Design mips_imem_loader, sky130hd; sources not shown.
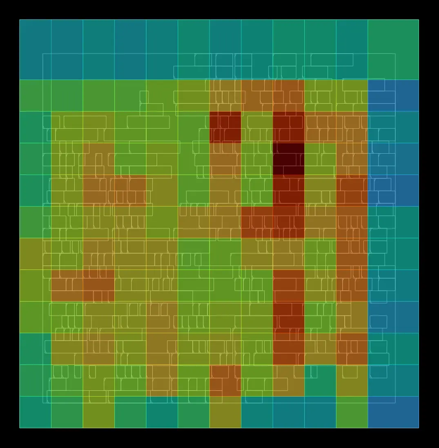
run_1/final_congestion.png
global routing usage on met1: 26.02%
post-DR wirelength/cell: 15.36 um

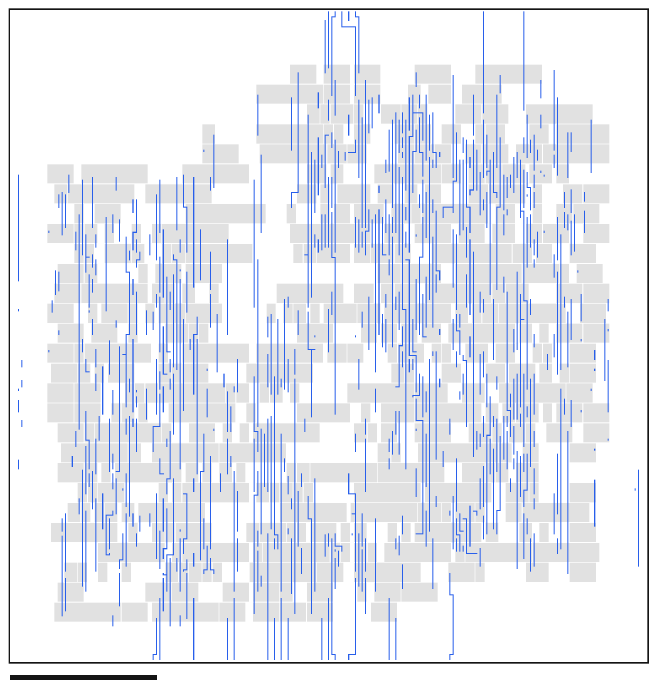
run_1/met2.png
The bar under the picture is 20 um long.
nets with wire on the layer: 334
main direction: vertical
vias: 2,519
met2 Use GR: 29.95%
total routed wirelength: 7097 um

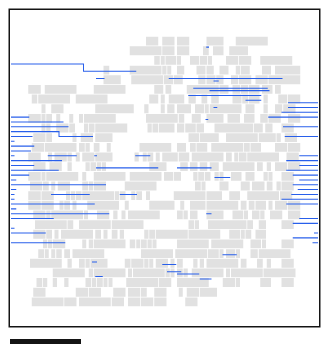
run_1/met3.png
The bar under the picture is 20 um long.
longest straight run: 31.7 um
share of all routed wire: 8.6%
main direction: horizontal
nets with wire on the layer: 58
GR Util met3: 5.161%

==> results_slide.txt, run 1 <==
Run Summary

Route
  • Iter 0 DRT Violations: 107
  • Met1 WL: 3056 um
  • WL met3: 607 um
  • Pre-antenna DRT Iters: 5
  • Max layer used: met4

Clocking
  • Post-CTS setup buffers: 0
  • H-tree level count: 3
  • Post-CTS sizing: 0
  • TritonCTS clock tree: done
  • CTS sink count: 58

Setup path
  • Critical-path top delay cell: or3b_2
  • Setup crit end kind: primary output
  • Slowest stage delay, CP: 610 ps
  • Setup Crit Path Kind: flip-flop to primary output
  • Largest delay share family, worst path: simple AND/OR/NAND/NOR gates
  • CP Depth: 3
  • Critical-path maximum fanout: 12

Synth
  • Floorplan Nets: 336
  • Yosys cell types: 47
  • Post-synth EDFFs: 0
  • Dominant flop cell: dfrtp_1
  • Yosys Instances: 309
  • Top area cell types: dfrtp_1, nand2_1, o21ai_0
  • Area leader, netlist: dfrtp_1
  • Area leader share: 51.76%
  • Register share after synthesis: 51.76%
  • Ys async rst share: 100.0%

Pwr
  • Clock Power Share: 25.2%
  • Switching power: 1347 uW

Floorplanning
  • Placeable Area: 5851 sq um
  • I/O pin count: 71
  • Standard-cell row count: 28
  • Die width: 87 um

Final layout
  • Area growth syn-to-layout: 37.44%
  • # diodes: 0
  • Layout fillers: 477

Timing
  • Tcrit/Tclk final: 92.77%
  • Max Freq: 414.6 MHz
  • Final number of hold-violating endpoints: 0
  • Slew HR: 47.63%
  • RSZ-0062 raised after global routing: no
  • Clock Skew: 5.995 ps

Global routing
  • Initial antenna violation count: 0
  • Grt ovf: 0
  • Vias in the first global route: 2,366

Outcome
  • Status: finished clean

Place
  • Hpwl dp: 4835 um
## run 1: through the flow
stage	hold slack (ps)	worst slack, ps	total power, uW
global placement	488.0	212.6	2920
floorplan	506.8	655.5	2232
detailed placement	506.5	207.9	2960
finish	449.7	188.1	3941
global route	495.2	144.5	4203
CTS	449.5	177.7	3978
## run 1: kinds of logic (layout without fill, tap and decap cells)
kind of cell / count (synthesis) / after routing / synth area share, %
AND-OR/OR-AND: 66 / 66 / 13.97
flip-flops: 58 / 58 / 51.76
XOR/XNOR: 8 / 8 / 2.499
adder cells (fa/ha/maj): 4 / 4 / 1.785
AND/OR/NAND/NOR: 141 / 141 / 23.96
buffers and inverters: 30 / 108 / 4.953
multiplexers: 2 / 2 / 1.071
## run 1: cell usage after synthesis, types with 2 or more instances
library cell	count
a21oi_1	4
a2bb2oi_1	2
a31oi_1	3
and2_1	2
buf_2	3
buf_4	2
buf_6	2
clkbuf_1	13
dfrtp_1	58
ha_1	4
inv_1	10
mux2_4	2
nand2_1	77
nand2b_1	4
nand3_1	7
nand4_1	3
nor2_1	16
nor2b_1	2
nor3_1	6
nor4_1	6
o21ai_0	41
o21bai_1	2
o31ai_1	4
o32ai_1	2
or3_1	3
or4_1	4
xnor2_1	6
xor2_1	2
## run 1: power by group through the flow
stage	registers (uW)	clock network (uW)	logic [uW]
2_1_floorplan	1520	0	715
6_report	1490	995	1450
5_1_grt	1540	1050	1620
3_3_place_gp	1480	0	1440
4_1_cts	1490	1020	1470
3_5_place_dp	1500	0	1460
## run 1: layout make-up
cell class	count	area, sq um	area share [%]
inverter	10	37.54	0.9740
clock buffer	11	131.4	3.409
sequential	58	1451	37.66
multi-input combinational	221	1221	31.69
tap	75	93.84	2.435
clock inverter	5	102.6	2.662
timing repair buffer	82	815.8	21.17
==> run 2, diff against run 1 <==
- ABC_CLOCK_PERIOD_IN_PS: default -> 2600
- CELL_PAD_IN_SITES_DETAIL_PLACEMENT: default -> 1
- CELL_PAD_IN_SITES_GLOBAL_PLACEMENT: default -> 2
- CORE_AREA: 5 5 82 84 -> 5 5 105 107
- DIE_AREA: 0 0 87 89 -> 0 0 110 112
==> run 2 against run 1 <==
Effect of this change:
- worst hold slack gained 2.0 ps
- critical path depth is the same
- first-iteration DRC count shrank 35%
- maximum frequency grew 0.25%
- non-clock buffer count is the same
- count of clock-buffer cells in the layout shrank 1
- core utilization shrank 27 points
- register-to-register slack gained 50 ps
- power grew 0.37%
- clock skew grew 6.6 ps
- final cell count grew 13%
- final area grew 1.8%
- critical path type unchanged
==> results_slide.txt, run 2 <==
Run Summary

Synth
  • Most common cell in the netlist: nand2_1
  • Post-synthesis compound-gate area fraction: 13.97%
  • Yosys simple share: 23.96%
  • Most frequent cells after synthesis: nand2_1, dfrtp_1, o21ai_0, nor2_1, clkbuf_1
  • Post-Synth Adder-Cell Area: 1.785%
  • Biggest combinational cell group after synthesis: simple AND/OR/NAND/NOR gates
  • Yosys Instances: 309
  • Dominant flop cell: dfrtp_1
  • Floorplan Nets: 336
  • Ys async rst share: 100.0%
  • Top area cell types: dfrtp_1, nand2_1, o21ai_0

Timing
  • Final number of hold-violating endpoints: 0
  • Slew HR: 58.31%
  • Max Freq: 415.6 MHz
  • RSZ-0062 raised after global routing: no
  • Min Hold Slack: 451.7 ps

Final layout
  • Area growth syn-to-layout: 39.94%
  • Layout fillers: 1,189
  • # diodes: 0

Clocking
  • Post-CTS setup buffers: 0
  • H-tree level count: 3
  • Post-CTS sizing: 0
  • CTS sink count: 58

Floorplanning
  • Placeable Area: 10,050 sq um
  • I/O pin count: 71
  • Standard-cell row count: 37

Outcome
  • Status: finished clean

Setup path
  • Largest delay share family, worst path: simple AND/OR/NAND/NOR gates
  • CP Depth: 3
  • Setup Crit Path Kind: flip-flop to primary output
  • Critical-path maximum fanout: 12

Global routing
  • Initial antenna violation count: 0
  • Vias in the first global route: 2,728

Place
  • Hpwl dp: 5898 um

Route
  • Pre-antenna DRT Iters: 5
==> run 2: routing by layer <==
| layer | GRT usage [%] | share of wire [%] |
|---|---|---|
| met1 | 19.01 | 46 |
| met4 | 3.990 | 1.2 |
| met3 | 5.449 | 6.6 |
| met2 | 22.82 | 46 |
| met5 | 0 | 0 |
==> run 2: power by group <==
| part | switching [uW] | internal (uW) |
|---|---|---|
| Clock | 386 | 567 |
| Combinational | 755 | 756 |
| Sequential | 279 | 1210 |
| Total | 1420 | 2540 |
==> run 2: metrics by stage <==
stage | util [%] | setup WS (ps)
floorplan | - | 655.5
global placement | 36.79 | 156.0
detailed placement | 36.79 | 57.94
CTS | 39.06 | 153.5
global route | 39.06 | 54.69
finish | 39.06 | 194.0
==> run 2: kinds of logic after synthesis <==
logic type	Yosys count
multiplexers	2
XOR/XNOR	8
AND-OR/OR-AND	66
buffers and inverters	30
flip-flops	58
AND/OR/NAND/NOR	141
adder cells (fa/ha/maj)	4
==> run 2: area by class of cell <==
type | instances | area, sq um | area share [%]
sequential | 58 | 1451 | 36.99
multi-input combinational | 221 | 1221 | 31.12
timing repair buffer | 82 | 815.8 | 20.79
tap | 136 | 170.2 | 4.337
clock buffer | 10 | 137.6 | 3.508
clock inverter | 6 | 90.09 | 2.296
inverter | 10 | 37.54 | 0.9566
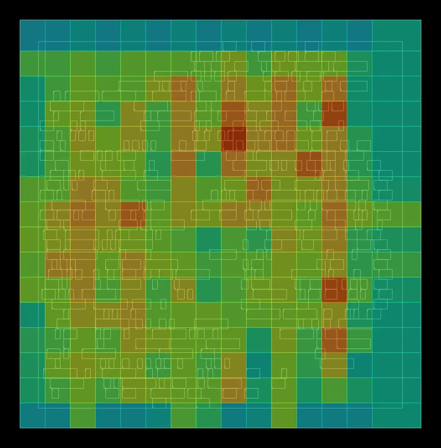
run_2/final_congestion.png
post-DR wirelength/cell: 16.10 um
global routing usage on met1: 19.01%

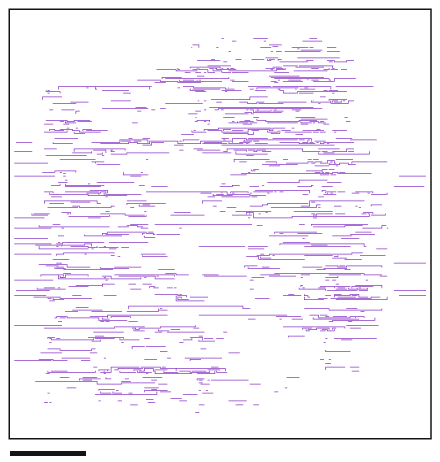
run_2/met1.png
The bar under the picture is 20 um long.
longest straight run: 29.9 um
wire length on this layer: 3,860 um
nets with wire on the layer: 356
share of all routed wire: 46%
main direction: horizontal
total routed wirelength: 8421 um
vias: 2,507

Power is estimated from default activity; no workload was simulated.
